===== config.mk =====
export PLATFORM = sky130hd
export DESIGN_NAME = uart_baud_gen
export DESIGN_NICKNAME = d
export VERILOG_FILES = /design/src/rtl/uart_pkg.sv /design/src/rtl/uart_frac_acc.sv /design/src/rtl/uart_baud_gen.sv
export SDC_FILE = /design/constraint.sdc
export NUM_CORES = 1
export LEC_CHECK = 0
export ABC_AREA = 1
export CORE_UTILIZATION = 59
export DETAILED_ROUTE_END_ITERATION = 12
export PLACE_DENSITY = 0.89
export SYNTH_ARGS = -nofsm -noshare
export SYNTH_HDL_FRONTEND = slang
export SYNTH_SLANG_ARGS = --single-unit
export TNS_END_PERCENT = 100

===== constraint.sdc =====
create_clock -name i_clk -period 4.14 [get_ports i_clk]
set_clock_uncertainty 0.05 [all_clocks]
set_input_delay 0.621 -clock i_clk [delete_from_list [all_inputs] [get_ports i_clk]]
set_output_delay 0.621 -clock i_clk [all_outputs]
set_load 0.01 [all_outputs]

===== src/rtl/uart_pkg.sv =====
// uart_pkg: shared UART constants, divisor config struct and default-divisor helper
package uart_pkg;
  localparam int OSR_MIN = 4;
  localparam int OSR_MAX = 32;
  localparam int CFG_DIV_W = 16;
  localparam int CFG_FRAC_W = 4;
  typedef struct packed {
    logic [CFG_DIV_W-1:0] div;
    logic [CFG_FRAC_W-1:0] frac;
  } baud_cfg_t;
  // Divisor giving the closest tick rate: period = div+1 cycles per oversample tick
  function automatic int calc_div(longint freq, longint baud, int osr);
    longint d;
    d = baud * osr;
    return int'((freq + d / 2) / d - 1);
  endfunction
endpackage


===== src/rtl/uart_frac_acc.sv =====
// uart_frac_acc: fractional divisor accumulator producing a period-stretch carry
// Ports: i_clk, i_rst (sync, active high), i_clr holds the accumulator at zero,
// i_step adds i_frac once per terminal count, o_carry stretches the next period by one cycle.
module uart_frac_acc #(
  parameter int FRAC_W = 4
) (
  input  logic              i_clk,
  input  logic              i_rst,
  input  logic              i_clr,
  input  logic              i_step,
  input  logic [FRAC_W-1:0] i_frac,
  output logic              o_carry
);
  logic [FRAC_W-1:0] acc;
  always_ff @(posedge i_clk)
    if (i_rst || i_clr) {o_carry, acc} <= '0;
    else if (i_step) {o_carry, acc} <= {1'b0, acc} + {1'b0, i_frac};
endmodule


===== src/rtl/uart_baud_gen.sv =====
// uart_baud_gen: oversample and baud tick generator with double-buffered divisor
// Ports: i_clk, i_rst (sync, active high), i_en run enable, i_cfg_we/i_cfg_div/i_cfg_frac
// shadow divisor write, o_stick oversample tick, o_btick baud tick, o_phase oversample
// phase, o_cfg_pending shadow not yet active.
// Build option: UART_BAUD_FRAC_EN adds the fractional divisor; without it the period is div+1.
module uart_baud_gen
  import uart_pkg::*;
#(
  parameter int DIV_W = 16,
  parameter int FRAC_W = 4,
  parameter int OSR = 16,
  parameter int RST_DIV = 325,
  parameter int RST_FRAC = 0
) (
  input  logic                    i_clk,
  input  logic                    i_rst,
  input  logic                    i_en,
  input  logic                    i_cfg_we,
  input  logic [DIV_W-1:0]        i_cfg_div,
  input  logic [FRAC_W-1:0]       i_cfg_frac,
  output logic                    o_stick,
  output logic                    o_btick,
  output logic [$clog2(OSR)-1:0]  o_phase,
  output logic                    o_cfg_pending
);
  localparam int PW = $clog2(OSR);
  localparam int OSR_EFF = OSR < OSR_MIN ? OSR_MIN : OSR > OSR_MAX ? OSR_MAX : OSR;
  localparam logic [PW-1:0] LAST = PW'(OSR_EFF - 1);
  logic [DIV_W-1:0] act_div, shd_div;
  // One spare bit so div+carry never wraps at the maximum divisor
  logic [DIV_W:0] cnt;
  logic [PW-1:0] phase;
  logic carry, term, stick, btick, pending;
  assign term = i_en && (cnt == {1'b0, act_div} + (DIV_W+1)'(carry));
`ifdef UART_BAUD_FRAC_EN
  logic [FRAC_W-1:0] act_frac, shd_frac;
  always_ff @(posedge i_clk)
    if (i_rst) begin
      act_frac <= FRAC_W'(RST_FRAC);
      shd_frac <= FRAC_W'(RST_FRAC);
    end else begin
      if (!i_en || term) act_frac <= shd_frac;
      if (i_cfg_we) shd_frac <= i_cfg_frac;
    end
  uart_frac_acc #(.FRAC_W(FRAC_W)) u_acc (
    .i_clk  (i_clk),
    .i_rst  (i_rst),
    .i_clr  (!i_en),
    .i_step (term),
    .i_frac (act_frac),
    .o_carry(carry)
  );
`else
  logic [FRAC_W-1:0] unused_frac;
  assign unused_frac = i_cfg_frac ^ FRAC_W'(RST_FRAC);
  assign carry = 1'b0;
`endif
  always_ff @(posedge i_clk)
    if (i_rst) begin
      cnt <= '0;
      phase <= '0;
      stick <= 1'b0;
      btick <= 1'b0;
      pending <= 1'b0;
      act_div <= DIV_W'(RST_DIV);
      shd_div <= DIV_W'(RST_DIV);
    end else begin
      stick <= term;
      btick <= term && phase == LAST;
      cnt <= (!i_en || term) ? '0 : cnt + (DIV_W+1)'(1);
      if (!i_en) phase <= '0;
      else if (term) phase <= (phase == LAST) ? '0 : phase + 1'b1;
      // Transfer reads the pre-write shadow, so a coincident write waits one more terminal count
      if (!i_en || term) act_div <= shd_div;
      if (i_cfg_we) shd_div <= i_cfg_div;
      pending <= i_cfg_we || (pending && i_en && !term);
    end
  assign o_stick = stick;
  assign o_btick = btick;
  assign o_phase = phase;
  assign o_cfg_pending = pending;
endmodule


Routed metal, one colour a layer:
(8 px per um) Two of the layers only.
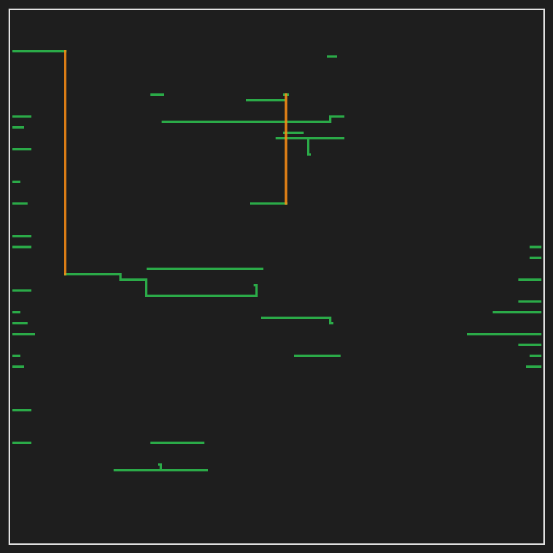
| layer | colour | wire length |
|---|---|---|
| met3 | green | 183 um |
| met4 | orange | 41.5 um |

Wires at chosen ports, followed through buffers:
(6 px per um)
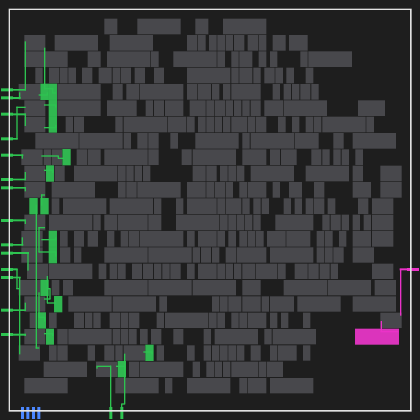
| port | colour | bits | direction | end cells | buffers |
|---|---|---|---|---|---|
| o_btick | magenta | 1 | output | 1 | 1 |
| i_cfg_div | green | 16 | input | 16 | 16 |
| i_cfg_frac | blue | 4 | input | 0 | 0 |
Port-buffer cells: 26
num ports: 31

The metal 2 layer:
(6 px per um) Cells faint in the background.
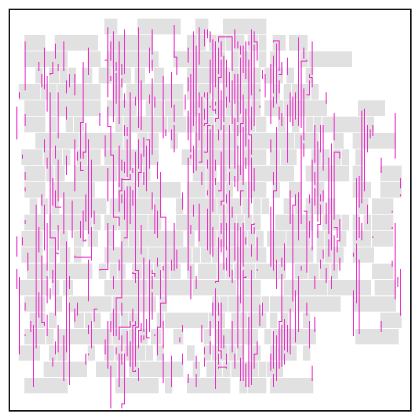
wire length on this layer: 2270 um
longest straight run: 24.1 um
share of all routed wire: 49%
vias after detailed routing: 2083
met2 track demand over resource: 43.6%

==> flow_summary.toml <==
# yosys + openroad results
[final_layout]
nClkBuffers = 6
layout.area.comb_mm2 = 0.00116
seqCellArea_mm2 = 0.00112
n_sequential_cell = 56
clk_share_pct = 3.14
final_core_util_pct = 70.8
nNonClkBuffers = 26
largest-register = "cnt"
diodes = 0
lay_top_cells = "nand2_1, nor2_1, dfxtp_1"
largest_reg_flops = 17
nMultiInputCombCells = 237
top_regs = "cnt x17, act_div x16, shd_div x16"
fillerInstances = 331
layout.nets = 388
layout_top_cell = "nand2_1"
inverters = 36
stdcell_area_mm2 = 0.00283

[clock_network]
cts_tree = "built"
postCtsSetupRepairBufs = 0
clk_latency_ns = 0.31
numCtsBuffers = 5
cts_sinks = 56
path_clk_slew_ns = 0.10

[pwr]
powerComb_mw = 0.0924
p_seq_mw = 0.576
p_clk_mw = 0.293
switchingPower_mw = 0.239
finalPower_mw = 0.962
combPwrFrac_pct = 9.6
power.group.top = "sequential cells"
pwr-share-clk_pct = 30.5
pwr-share-seq_pct = 59.9

[sta]
hold_viol = 0
setup_viol = 0
tightestPinTransition_ns = 0.754
rsz0062_at_grt = "no"
relSlewSlack_pct = 49.7
max_freq_ghz = 0.476
period_needed_ns = 2.10
setup_ws_ns = 2.04
tns_ns = 0

[critical_path]
critPathLaunchType = "input port"
worstPathArrival_ns = 2.21
ff2ff_path_depth = 11
r2r-start = "cnt[3]"
worstPathCellList = "clkdlybuf4s50_1 -> clkinv_1 -> nand2_1 -> nand3_1"
cpMaxStageDelayCell = "clkdlybuf4s50_1"
worstPathRequired_ns = 4.25
cp_max_fo = 17
rr_endpoint = "act_div[8]"
rrSetupSlack_ns = 2.40
critPathBufInv = 2
crit_family = "buffers and inverters"
crit_path_max_incr_delay_ns = 0.78

[floorplanning]
rows = 23
initCoreUtil_pct = 61.7
core_mm2 = 0.00400
die_h_um = 66.7

[synthesis]
compound_area_share_pct = 7.40
ys_seq_share_pct = 45.4
synth-seq-cells = 56
top_cell = "nand2_1"
yosys_area_mm2 = 0.00247
simple_gate_area_share_pct = 33.2
yosys_cells = 337
flop_cell = "dfxtp_1"
top_cells_by_count = "nand2_1, nor2_1, dfxtp_1"
ys_async_sr_fraction_pct = 0
topCellsByArea = "dfxtp_1, nand2_1, nor2_1"
postSynthCellCount = 337

[place]
placedCellCount = 405
place_area_mm2 = 0.00274
gp_congestion = 0.802

[routing]
met2_length_um = 2270
final_antenna_net_count = 0
dr.max_layer_used = "met4"
drt-initial-drc-count = 59
met1Wirelength_um = 2100

[grt]
use_met3_pct = 5.65
globalRouteOverflowTotal = 0
grt_start_max_net_pins = 33
busiest_layer = "met2"
grt_pass1_vias = 2000

[hold_path]
hold_depth = 2
hp-class = "reg2reg"

[flow_run]
cap_violations = 0
warnings = 30

[status]
status = "finished, final reports clean"
Power and IR drop assume default switching activity.
